$ cat src/rtl/cpu_pkg.sv
// Shared CPU definitions: fetch-stage state type, datapath widths and the
// sign-extension helper used by the decode, LUT and fetch stages.
package cpu_pkg;

   typedef enum logic [1:0] {
      IDLE   = 2'd0,
      RUN    = 2'd1,
      HALTED = 2'd2
   } pc_state_t;

   localparam int PC_WIDTH  = 10;
   localparam int REG_WIDTH = 8;
   localparam int CNT_WIDTH = 16;

   // Widened to 32 bits so each caller truncates to its own address width.
   function automatic logic signed [31:0] sign_extend(input logic [REG_WIDTH-1:0] i_val);
      return 32'($signed(i_val));
   endfunction

endpackage

$ cat src/rtl/pc_fetch_unit_sat_counter.sv
// Saturating up-counter with synchronous clear; sticks at all-ones instead of
// wrapping.
module sat_counter #(
   parameter int width = 16
) (
   input  logic             clk,
   input  logic             reset,
   input  logic             clear,
   input  logic             en,
   output logic [width-1:0] count
);

   logic [width-1:0] r_count;
   logic             w_at_max;

   assign w_at_max = (r_count == '1);

   always_ff @(posedge clk or posedge reset) begin
      if (reset) begin
         r_count <= '0;
      end else if (clear) begin
         r_count <= '0;
      end else if (en && !w_at_max) begin
         r_count <= r_count + width'(1);
      end
   end

   assign count = r_count;

endmodule

$ cat src/rtl/pc_fetch_unit.sv
// Program counter and fetch sequencer: start/run/halt lifecycle, PC-relative
// branching on the ALU decision and a saturating retired-instruction count.
module pc_fetch_unit
   import cpu_pkg::*;
#(
   parameter int pc_width  = PC_WIDTH,
   parameter int reg_width = REG_WIDTH,
   parameter int cnt_width = CNT_WIDTH
) (
   input  logic                 clk,
   input  logic                 reset,
   input  logic                 start,
   input  logic [pc_width-1:0]  start_addr,
   input  logic                 stall,
   input  logic                 branch_en,
   input  logic                 jump,
   input  logic [reg_width-1:0] offset,
   input  logic                 halt_req,
   output logic [pc_width-1:0]  pc,
   output logic                 fetch_en,
   output logic                 done,
   output logic [cnt_width-1:0] instr_cnt
);

   pc_state_t           r_state;
   pc_state_t           w_next_state;
   logic [pc_width-1:0] r_pc;
   logic [pc_width-1:0] w_next_pc;
   logic [pc_width-1:0] w_offset_ext;
   logic                w_cnt_clr;
   logic                w_cnt_en;

   assign w_offset_ext = pc_width'(sign_extend(REG_WIDTH'(offset)));

   always_ff @(posedge clk or posedge reset) begin
      if (reset) begin
         r_state <= IDLE;
      end else begin
         r_state <= w_next_state;
      end
   end

   always_comb begin
      w_next_state = IDLE;
      case (r_state)
         IDLE:    w_next_state = start ? RUN : IDLE;
         RUN: begin
            if (start) begin
               w_next_state = RUN;
            end else if (halt_req) begin
               w_next_state = HALTED;
            end else begin
               w_next_state = RUN;
            end
         end
         HALTED:  w_next_state = start ? RUN : HALTED;
         default: w_next_state = IDLE;
      endcase
   end

   always_comb begin
      fetch_en = (r_state == RUN);
      done     = (r_state == HALTED);
   end

   // One action per RUN cycle: restart > halt > stall > taken branch > step.
   always_comb begin
      w_next_pc = r_pc;
      w_cnt_clr = 1'b0;
      w_cnt_en  = 1'b0;
      case (r_state)
         IDLE, HALTED: begin
            if (start) begin
               w_next_pc = start_addr;
               w_cnt_clr = 1'b1;
            end
         end
         RUN: begin
            if (start) begin
               w_next_pc = start_addr;
               w_cnt_clr = 1'b1;
            end else if (halt_req) begin
               w_cnt_en = 1'b1;
            end else if (!stall) begin
               w_cnt_en = 1'b1;
               if (branch_en && jump) begin
                  w_next_pc = r_pc + w_offset_ext;
               end else begin
                  w_next_pc = r_pc + pc_width'(1);
               end
            end
         end
         default: begin
            w_next_pc = r_pc;
         end
      endcase
   end

   always_ff @(posedge clk or posedge reset) begin
      if (reset) begin
         r_pc <= '0;
      end else begin
         r_pc <= w_next_pc;
      end
   end

   assign pc = r_pc;

   sat_counter #(
      .width (cnt_width)
   ) u_instr_cnt (
      .clk   (clk),
      .reset (reset),
      .clear (w_cnt_clr),
      .en    (w_cnt_en),
      .count (instr_cnt)
   );

endmodule

$ cat config.mk
export PLATFORM = sky130hd
export DESIGN_NAME = pc_fetch_unit
export DESIGN_NICKNAME = d
export VERILOG_FILES = /design/src/rtl/cpu_pkg.sv /design/src/rtl/pc_fetch_unit_sat_counter.sv /design/src/rtl/pc_fetch_unit.sv
export SDC_FILE = /design/constraint.sdc
export NUM_CORES = 1
export LEC_CHECK = 0
export CAP_MARGIN = 30
export CORE_ASPECT_RATIO = 0.8
export CORE_MARGIN = 4
export CORE_UTILIZATION = 44
export CTS_CLUSTER_DIAMETER = 80
export CTS_CLUSTER_SIZE = 12
export DETAILED_ROUTE_END_ITERATION = 12
export PLACE_DENSITY = 0.81
export SLEW_MARGIN = 25
export SYNTH_ARGS = -nofsm -noshare
export SYNTH_HDL_FRONTEND = slang
export SYNTH_HIERARCHICAL = 1
export SYNTH_SLANG_ARGS = --single-unit
$ cat constraint.sdc
create_clock -name clk -period 2.49 [get_ports clk]
set_clock_uncertainty 0.15 [all_clocks]
set_input_delay 0.498 -clock clk [delete_from_list [all_inputs] [get_ports clk]]
set_output_delay 0.498 -clock clk [all_outputs]
set_load 0.005 [all_outputs]
Run 1, clock wires, drivers and flops:
The bar under the picture is 20 um long.
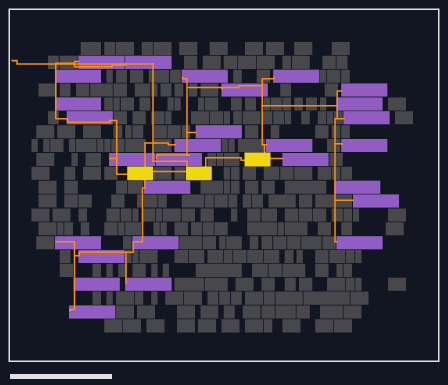
yellow -> clock-net drivers  # count 3
purple -> flip-flops  # count 28
orange -> clock wires  # length 324 um
routed clock nets = 4

Run 1, PDN straps and rails:
The bar under the picture is 20 um long. Pins as bars on the die edge.
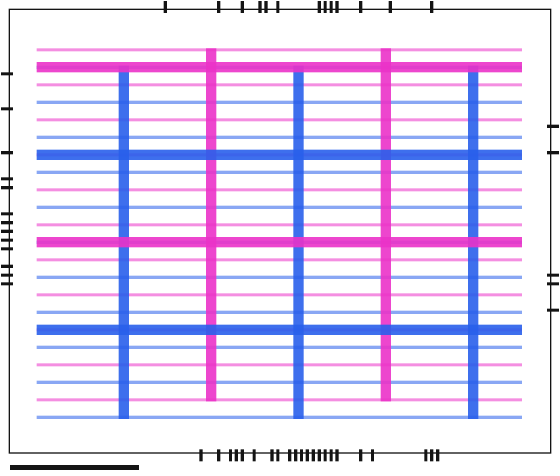
blue -> VSS
magenta -> VDD
rows = 21
signal pins = 53
IR drop worst, VDD: 307.7 uV
floorplan core area: 4309 um2

Run 1, signal wires by layer:
Only two layers are drawn.
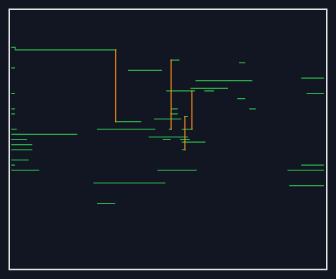
green -> M3  # wire length 250 um
orange -> M4  # wire length 56.4 um
global routing usage summed across all routing layers: 0.1978
number of vias in the routed layout: 2087

==> flow_summary.toml, run 1 <==
# implementation run metrics
[logic_synthesis]
synth.avg_cell_area_um2 = 8.673
enable_flop_cells = 0
yosysSeqAreaShare = 0.3453
ys_seq_elements = 28
synth-async-reset-ratio = 1.000
synthesis.yosys.warnings = 6
post_synth_xor_area_fraction = 0.008631
yosys.area_share.aoi = 0.2293
syn_inst = 234
postSynth.topFlopCell = "dfrtp_1"
synthSimpleGateAreaFrac = 0.2522
ys_cells = 234
ys_top_logic_family = "simple AND/OR/NAND/NOR gates"
ys_types = 54
synth.yosys.chip_area_um2 = 2029
cell_area_after_technology_mapping_um2 = 2029
syn_nets = 270
post_synth_fa_ha_maj_area_fraction = 0.07152
muxShareOfSynthArea = 0.05610

[layout]
leading_cell_types_in_the_layout_fill_and_taps_excluded = "48 x clkdlybuf4s50_1, 34 x buf_4, 28 x dfrtp_1, 24 x nand2_1"
area.combinational_um2 = 1326
nFillCells = 360
seq_area_um2 = 700.7
flow.area_growth_from_synthesis_pct = 46.55
final_core_util = 0.6902
finish.net_count = 355
antennaDiodeCount = 0
post_layout_nonfiller_instances = 374
final_area_um2 = 2974
layout-drive-gt1-share = 0.2114
final_layout_top_logic_cell = "clkdlybuf4s50_1"

[clock_tree]
cts_max_path_buffers = 2
cts_buf_count = 3
buffer_type_at_the_clock_tree_root = "clkbuf_8"
clkLatencyLatePin_ps = 270
htree_levels = 1
cts_tree = "done"
numClockSinks = 28
cts.clk_slew.worst_paths_ps = 90

[pwr]
leakage_nw = 1.254
power_per_standard_cell_area_nw_per_um2 = 454.9
fin_total_pwr_w = 0.001353

[setup_path]
worstPathMaxFanout = 3
critical_path.cell_chain = "clkdlybuf4s50_1 -> and3_1 -> ha_2 -> o21ai_2 -> nor2_1 -> o311ai_2 -> a2111oi_2 -> or3b_1"
critPathArrivalTime_ps = 2470
timing.critical_path.max_delay_family = "simple AND/OR/NAND/NOR gates"
critPathLaunch = "offset[2]"
critPathKind = "input pin to flip-flop"
cell_depth_of_the_worst_flop_to_flop_path = 7
worst_setup_path_start_kind = "input pin"
crit-reg2reg-capture = "u_instr_cnt/count[12]"
reg2reg_slack_ps = 170
crit-reg2reg-launch = "r_state[1]"
stages_on_the_worst_setup_path = 8
crit_end = "pc[7]"
critical_path_buf_inv_count = 1
worst_path_largest_cell_delay_ps = 450
critical_path_required_ps = 2490
timing.critical_path.to_type = "flip-flop"
critical_path.slowest_cell = "clkdlybuf4s50_1"

[drt]
dr.pass1.iters = 4
dr_wl_cell_um = 15.01
via_to_cell_ratio = 5.580
totalWireLength_um = 5613
met3WireLength_um = 249
dr_wl_met2_um = 2618
initialDrtViolationCount = 180
dr_top_layer = "met4"
tally_of_nets_with_antenna_violations_remaining_after_routing = 0
wirelength_met1_um = 2689
drt_drc_violations_left = 0

[global_routing]
globalRouteOverflowTotal = 0
vias_in_the_first_global_route = 1979
grt_start_max_net_pins = 17
initial_antenna_violation_count = 0
grt_pass1_wl_um = 9183
gr-usage-met3 = 0.03563
grt_most_used_layer = "met2"
global_route_track_usage_on_met2 = 0.3423
grtUsageMet1 = 0.2698

[floorplanning]
die-width_um = 83.93
initial_core_util = 0.4710
die-area_um2 = 5770
boundaryPins = 53
die-height_um = 68.75
floorplan.rows = 21

[hold_path]
timing.hold.worst.class = "flip-flop to flip-flop"
hold_start = "r_state[1]"
whs_path_depth = 1
timing.hold.worst_endpoint = "r_state[0]"

[timing]
max_freq_mhz = 406.1
finalHoldViolations = 0
timing.max_slew.rel_slack = 0.5303
final_min_period_over_clock_period = 0.9889
layout_min_cycle_time_ps = 2462
report.final.setup_viol = 0
timing_max_transition_violations_final = 0
layout_setup_ws_ps = 27.75
worst_pin_slew_ps = 698.2
hold_ws_ps = 376.0
final.setup.tns_ps = 0
grt_setup_unrepaired = "true"

[placement]
dp_hpwl_um = 4358
place_inst = 366
dp_slack_ps = -508.4
io_buffer_count = 52
gpl.final_weighted_congestion = 0.8339
dpl_cell_area_um2 = 2815

[run]
max_cap_violations = 0
count_of_tool_warnings = 27

[run_status]
status = "finished clean"
run 1: power breakdown:
| part | leakage, nW | switching [W] | total, W | internal, W |
|---|---|---|---|---|
| sequential | 0.369 | 0.0000538 | 0.000550 | 0.000496 |
| clock | 0.0216 | 0.000133 | 0.000241 | 0.000108 |
| combinational | 0.863 | 0.000238 | 0.000561 | 0.000323 |
| total | 1.25 | 0.000425 | 0.00135 | 0.000928 |
run 1: state kept, by name, summed over array words and instances (netlist names):
signal	count
u_instr_cnt/count	16
pc	10
r_state	2
run 1: what timing repair did:
| action | in CTS | in global routing |
|---|---|---|
| gates resized | 7 | 15 |
| buffers inserted | 1 | 4 |
| hold buffers | 0 | 0 |
| pin swaps | 7 | 12 |
| setup endpoints to repair | 4 | 3 |
run 1: cells in the mapped netlist, types with 3 or more instances:
library cell | n | area [um2]
dfrtp_1 | 28 | 700.7
nand2_1 | 24 | 90.09
a21oi_1 | 18 | 90.09
nor2_1 | 15 | 56.30
o21ai_0 | 15 | 75.07
ha_1 | 10 | 125.1
and3_1 | 9 | 56.30
or3_1 | 9 | 56.30
inv_1 | 8 | 30.03
mux2i_1 | 8 | 80.08
nand3_1 | 7 | 35.03
nand2b_1 | 5 | 31.28
nor2b_1 | 5 | 31.28
o31ai_1 | 5 | 37.54
o211ai_1 | 4 | 30.03
a211oi_1 | 3 | 22.52
a31oi_1 | 3 | 18.77
buf_2 | 3 | 15.01
clkbuf_1 | 3 | 11.26
mux2_2 | 3 | 33.78
nand4_1 | 3 | 18.77
nor3_1 | 3 | 15.01
nor3b_1 | 3 | 22.52
o21a_1 | 3 | 22.52
or4_1 | 3 | 22.52
run 1: layout make-up:
class,instances,share of cell area
multi-input cells,190,0.4459
repair buffers,88,0.2705
clock buffers,3,0.01388
well taps,57,0.02398
inverters,8,0.01010
flip-flops and latches,28,0.2356
Run 1, cells coloured by class:
The bar under the picture is 20 um long.
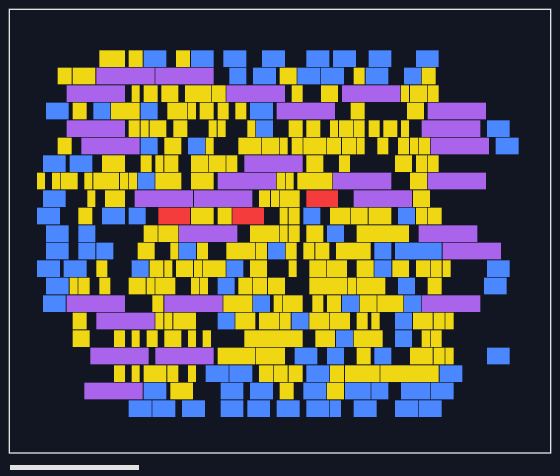

## Run 2: what changed since run 1
--- a/config.mk
+++ b/config.mk
@@ -13,6 +13,7 @@
 export CTS_CLUSTER_SIZE = 12
 export DETAILED_ROUTE_END_ITERATION = 12
 export PLACE_DENSITY = 0.81
+export SETUP_SLACK_MARGIN = 0.3
 export SLEW_MARGIN = 25
 export SYNTH_ARGS = -nofsm -noshare
 export SYNTH_HDL_FRONTEND = slang
Run 2, cells coloured by class:
The bar under the picture is 20 um long.
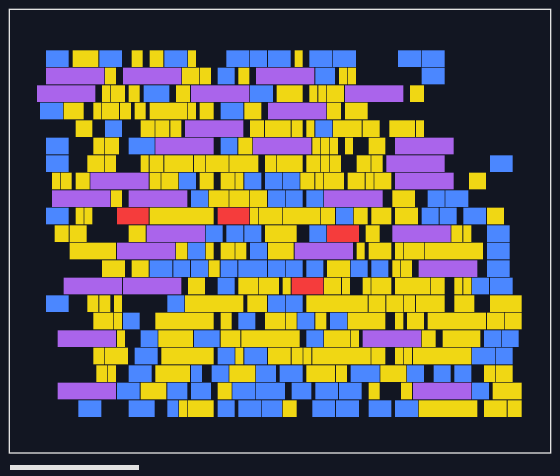
blue -> remaining buffers and delay cells  # cells 107
purple -> registers  # cells 28
red -> clock drivers and dummy loads  # cells 4
yellow -> remaining logic cells  # cells 198

==> run 2 against run 1 <==
  * Sequential cell count is the same
  * Count of clock-buffer cells in the layout grew 1
  * Maximum frequency is 4.8% higher
  * Clock power increased by about 20%
  * Largest power group unchanged
  * Highest routed layer unchanged
==> flow_summary.toml, run 2 <==
# implementation run metrics
[run_status]
status = "finished clean"

[setup_path]
critical_path.cell_chain = "buf_6 -> nand3b_1 -> ha_2 -> fa_2 -> a21o_4 -> a211o_1 -> o21ba_4 -> mux2i_1 -> o211ai_1"
reg2reg_slack_ps = 220
crit-reg2reg-capture = "pc[8]"
critical_path_required_ps = 2500
critical_path_buf_inv_count = 1
crit-reg2reg-launch = "pc[0]"
worst_path_largest_cell_delay_ps = 370
stages_on_the_worst_setup_path = 9
timing.critical_path.to_type = "flip-flop"
critPathArrivalTime_ps = 2360
critPathKind = "input pin to flip-flop"
worstPathMaxFanout = 2
timing.critical_path.max_delay_family = "AND-OR/OR-AND gates"
crit_end = "pc[8]"
worst_setup_path_start_kind = "input pin"
cell_depth_of_the_worst_flop_to_flop_path = 7
critPathLaunch = "offset[0]"
critical_path.slowest_cell = "fa_2"

[floorplanning]
initial_core_util = 0.4710
die-area_um2 = 5770
boundaryPins = 53
core-area_um2 = 4309
floorplan.rows = 21
die-width_um = 83.93
die-height_um = 68.75

[logic_synthesis]
ys_seq_elements = 28
syn_nets = 270
synth.yosys.chip_area_um2 = 2029
yosys.area.top_type = "dfrtp_1"
synthesis.yosys.warnings = 6
commonest_cells_post_synth = "28 x dfrtp_1, 24 x nand2_1, 18 x a21oi_1, 15 x nor2_1, 15 x o21ai_0"
yosysTopAreaCellShare = 0.3453
ys_types = 54
enable_flop_cells = 0
synth.avg_cell_area_um2 = 8.673
postSynth.topFlopCell = "dfrtp_1"
ys_cells = 234
post-synth-top-count-cell = "dfrtp_1"
cell_area_after_technology_mapping_um2 = 2029
syn_inst = 234
yosysSeqAreaShare = 0.3453
synth-async-reset-ratio = 1.000
synth.top_cells.by_area = "dfrtp_1 35%, ha_1 6.2%, a21oi_1 4.4%"

[placement]
gpl.final_weighted_congestion = 0.8558
io_buffer_count = 52
dp_hpwl_um = 4630
dpl_cell_area_um2 = 2907
place_inst = 372

[drt]
tally_of_nets_with_antenna_violations_remaining_after_routing = 0
vias = 2345
via_to_cell_ratio = 5.952
initialDrtViolationCount = 204
dr_wl_cell_um = 18.49
drt_drc_violations_left = 0
dr.pass1.iters = 5
totalWireLength_um = 7286

[clock_tree]
cts_tree = "done"
cts_buf_count = 3
htree_levels = 1
cts_hold_buffers = 0
buffer_type_at_the_clock_tree_root = "clkbuf_8"
numClockSinks = 28
clkLatencyLatePin_ps = 280
cts.clk_slew.worst_paths_ps = 100
cts_max_path_buffers = 2

[layout]
seq_area_um2 = 700.7
final_area_um2 = 3347
final_layout_top_logic_cell = "buf_4"
flow.area_growth_from_synthesis_pct = 64.92
post_layout_nonfiller_instances = 394
area.combinational_um2 = 1554
nFillCells = 276
finish.net_count = 374
layout-drive-gt1-share = 0.3442
antennaDiodeCount = 0
leading_cell_types_in_the_layout_fill_and_taps_excluded = "52 x buf_4, 40 x clkdlybuf4s50_1, 28 x dfrtp_1, 23 x nand2_1"
largest_register_ffs = 16

[global_routing]
grt_pass1_wl_um = 10940
grt_start_max_net_pins = 17
gr-usage-all-layers = 0.2391
initial_antenna_violation_count = 0
vias_in_the_first_global_route = 2243
globalRouteOverflowTotal = 0

[hold_path]
timing.hold.worst.class = "flip-flop to flip-flop"
hold_start = "pc[0]"
timing.hold.worst_endpoint = "pc[0]"
whs_path_depth = 2

[pwr]
power_per_standard_cell_area_nw_per_um2 = 466.0
worst_ir_drop_vdd_uv = 431.0
leakage_nw = 1.432

[timing]
worst_pin_slew_ps = 813.5
timing.max_slew.rel_slack = 0.4527
finalHoldViolations = 0
hold_ws_ps = 385.9
report.final.setup_viol = 0
layout_min_cycle_time_ps = 2349
final_min_period_over_clock_period = 0.9432
grt_setup_unrepaired = "true"
max_freq_mhz = 425.8
timing_max_transition_violations_final = 0

[run]
max_cap_violations = 0
count_of_tool_warnings = 29
[run 2: cell counts after synthesis]
Identical to the previous run, type by type.
[run 2: timing repair]
| item | 4_1_cts | 5_1_grt |
|---|---|---|
| endpoints found under the setup margin | 15 | 20 |
| cloned | 0 | 0 |
| buffers inserted | 14 | 4 |
| resized | 44 | 22 |
| pin swaps | 22 | 20 |
| endpoints found under the hold margin | 0 | 0 |
[run 2: routing by layer]
metal	wire length, um	global-route usage
met4	125	0.07631
met5	0	0
met3	452	0.04513
met1	3062	0.3083
met2	3645	0.4137
[run 2: cell type report]
| class | count | share of cell area |
|---|---|---|
| Multi-Input combinational cell | 190 | 0.4643 |
| Timing Repair Buffer | 107 | 0.2796 |
| Sequential cell | 28 | 0.2093 |
| Tap cell | 57 | 0.02131 |
| Clock buffer | 4 | 0.01645 |
| Inverter | 8 | 0.008972 |
[run 2: cell families (layout without fill, tap and decap cells)]
group | count (synthesis) | after routing | synth area share
compound gates | 70 | 70 | 0.2294
xor+xnor | 2 | 2 | 0.008633
fa+ha+maj | 11 | 11 | 0.07152
buf+inv | 16 | 119 | 0.03699
flops | 28 | 28 | 0.3453
mux | 11 | 11 | 0.05610
simple gates | 96 | 96 | 0.2522
[run 2: through the flow]
step                setup TNS [ps]  utilization  power (W)  setup slack [ps]
finish                           0       0.7767   0.001560             141.4
detailed placement           -3367       0.6745   0.001091            -466.8
floorplan                        0            -  0.0008150             118.9
global route                     0       0.7767   0.001637             81.16
global placement             -2550       0.6745   0.001072            -371.2
CTS                              0       0.7410   0.001466             147.9
[run 2: power breakdown]
group	leakage, nW	internal (W)	total, W	switching (W)
logic	1.03	0.000399	0.000714	0.000315
registers	0.369	0.000496	0.000556	0.0000596
clock network	0.0288	0.000142	0.000290	0.000148
## Run 3: what changed since run 2
--- a/config.mk
+++ b/config.mk
@@ -5,7 +5,6 @@
 export SDC_FILE = /design/constraint.sdc
 export NUM_CORES = 1
 export LEC_CHECK = 0
-export CAP_MARGIN = 30
 export CORE_ASPECT_RATIO = 0.8
 export CORE_MARGIN = 4
 export CORE_UTILIZATION = 44
@@ -14,7 +13,6 @@
 export DETAILED_ROUTE_END_ITERATION = 12
 export PLACE_DENSITY = 0.81
 export SETUP_SLACK_MARGIN = 0.3
-export SLEW_MARGIN = 25
 export SYNTH_ARGS = -nofsm -noshare
 export SYNTH_HDL_FRONTEND = slang
 export SYNTH_HIERARCHICAL = 1
Run 3, PDN straps and rails:
The bar under the picture is 20 um long. Pins as bars on the die edge.
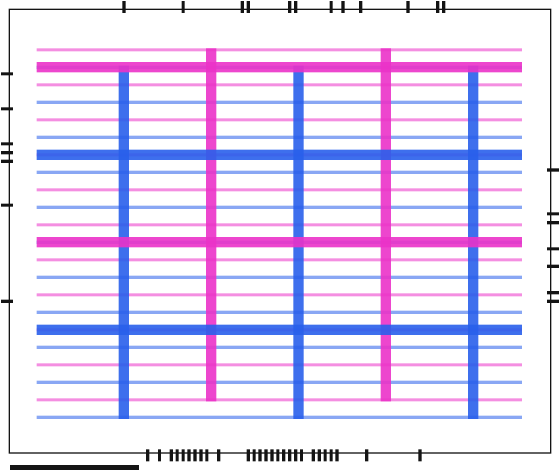
IR drop worst, VDD: 431.0 uV
die extent in x: 83.93 um
floorplan die height: 68.75 um

==> run 3 against run 2 <==
  * Setup slack stayed put
  * Via count stayed put
  * Register-to-register slack hardly changed
  * Non-clock buffer count stayed put
  * Synthesized cell count stayed put
  * Total power stayed put
  * Die area stayed put
  * Maximum frequency stayed put
  * Area after synthesis stayed put
  * Critical path type unchanged
  * Largest cell class unchanged
  * Largest power group unchanged
==> flow_summary.toml, run 3 <==
# implementation run metrics
[logic_synthesis]
enable_flop_cells = 0
yosys.area.top_type = "dfrtp_1"
syn_inst = 234
yosysSeqAreaShare = 0.3453
ys_types = 54
yosysTopAreaCellShare = 0.3453
synthesis.yosys.warnings = 6
synth.yosys.chip_area_um2 = 2029
postSynth.topFlopCell = "dfrtp_1"
synth.top_cells.by_area = "dfrtp_1 35%, ha_1 6.2%, a21oi_1 4.4%"
synth-async-reset-ratio = 1.000
synth.avg_cell_area_um2 = 8.673

[pwr]
share_seq_of_total_power = 0.356
power.net_switching_w = 0.0005230
leakage_nw = 1.432

[layout]
final_area_um2 = 3347
leading_cell_types_in_the_layout_fill_and_taps_excluded = "52 x buf_4, 40 x clkdlybuf4s50_1, 28 x dfrtp_1, 23 x nand2_1"
layout-drive-gt1-share = 0.3442
finish.net_count = 374
flow.area_growth_from_synthesis_pct = 64.92
seq_area_um2 = 700.7
nFillCells = 276
antennaDiodeCount = 0
largest_register_ffs = 16
post_layout_nonfiller_instances = 394

[global_routing]
gr-usage-all-layers = 0.2391
globalRouteOverflowTotal = 0
initial_antenna_violation_count = 0

[drt]
drt_drc_violations_left = 0
dr_wl_cell_um = 18.49
via_to_cell_ratio = 5.952
dr.pass1.iters = 5
vias = 2345
initialDrtViolationCount = 204
tally_of_nets_with_antenna_violations_remaining_after_routing = 0

[floorplanning]
die-area_um2 = 5770
floorplan.rows = 21
core-area_um2 = 4309
initial_core_util = 0.4710

[hold_path]
timing.hold.worst.class = "flip-flop to flip-flop"
whs_path_depth = 2

[clock_tree]
cts.clk_slew.worst_paths_ps = 100
buffer_type_at_the_clock_tree_root = "clkbuf_8"
clkLatencyLatePin_ps = 280
numClockSinks = 28
cts_max_path_buffers = 2
cts_buf_count = 3
cts_hold_buffers = 0
htree_levels = 1

[timing]
worst_pin_slew_ps = 813.5
max_freq_mhz = 425.8
final_min_period_over_clock_period = 0.9432
timing.max_slew.rel_slack = 0.4527
grt_setup_unrepaired = "true"
hold_ws_ps = 385.9
finalHoldViolations = 0
report.final.setup_viol = 0
layout_min_cycle_time_ps = 2349
layout_setup_ws_ps = 141.4

[run]
count_of_tool_warnings = 29
max_cap_violations = 0

[placement]
gpl.final_weighted_congestion = 0.8558
place_inst = 372
dp_hpwl_um = 4630

[run_status]
status = "finished clean"

[setup_path]
worst_setup_path_start_kind = "input pin"
worstPathMaxFanout = 2
critPathArrivalTime_ps = 2360
critical_path.cell_chain = "buf_6 -> nand3b_1 -> ha_2 -> fa_2 -> a21o_4 -> a211o_1 -> o21ba_4 -> mux2i_1 -> o211ai_1"
worst_path_largest_cell_delay_ps = 370
critical_path.slowest_cell = "fa_2"
run 3: cell counts in the layout (fill, tap and decap cells not counted):
Identical to the previous run, type by type.
run 3: layer usage:
layer | GRT usage | routed length [um] | vias to the layer above | part of all wire
li1 | - | - | 1073 | -
met5 | 0 | 0 | - | 0
met1 | 0.3083 | 3062 | 1139 | 0.42
met2 | 0.4137 | 3645 | 119 | 0.50
met4 | 0.07631 | 125 | 0 | 0.017
met3 | 0.04513 | 452 | 14 | 0.062
run 3: power groups by stage:
stage | clock [W] | combinational [W] | sequential, W
2_1_floorplan | 0 | 0.000269 | 0.000546
3_3_place_gp | 0 | 0.000524 | 0.000548
3_5_place_dp | 0 | 0.000540 | 0.000551
4_1_cts | 0.000294 | 0.000625 | 0.000547
5_1_grt | 0.000313 | 0.000762 | 0.000562
6_report | 0.000290 | 0.000714 | 0.000556
run 3: area by class of cell:
type / count / area share
clock buffer: 4 / 0.01645
inverter: 8 / 0.008972
multi-input combinational: 190 / 0.4643
sequential: 28 / 0.2093
tap: 57 / 0.02131
timing repair buffer: 107 / 0.2796
run 3: cell families (layout without fill, tap and decap cells):
group,Yosys count,after routing,synth area share
mux,11,11,0.05610
buf+inv,16,119,0.03699
simple gates,96,96,0.2522
compound gates,70,70,0.2294
xor+xnor,2,2,0.008633
fa+ha+maj,11,11,0.07152
flops,28,28,0.3453
run 3: final timing paths:
kind	startpoint	to	slack [ps]
worst min-delay path	pc[0]	pc[0]	390
worst max register to register	pc[0]	pc[8]	220
min in group asynchronous	reset	pc[8]	410
max in group asynchronous	reset	u_instr_cnt/count[15]	1310
worst min register to register	pc[0]	pc[0]	390
worst max-delay path	offset[0]	pc[8]	140
run 3: what timing repair did:
item,in CTS,in global routing
endpoints found under the setup margin,15,20
buffers inserted,14,4
resized,44,22
pin swaps,22,20

==> layout pictures side by side <==
Cell outlines without signal wires.
Plate I
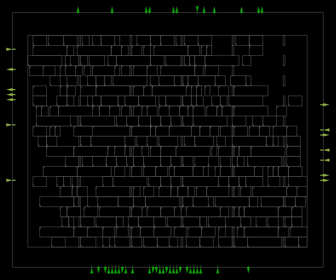
Plate II
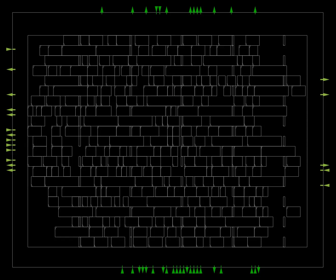
run 1: Plate II
run 2: Plate I

Power is estimated from default activity; no workload was simulated.
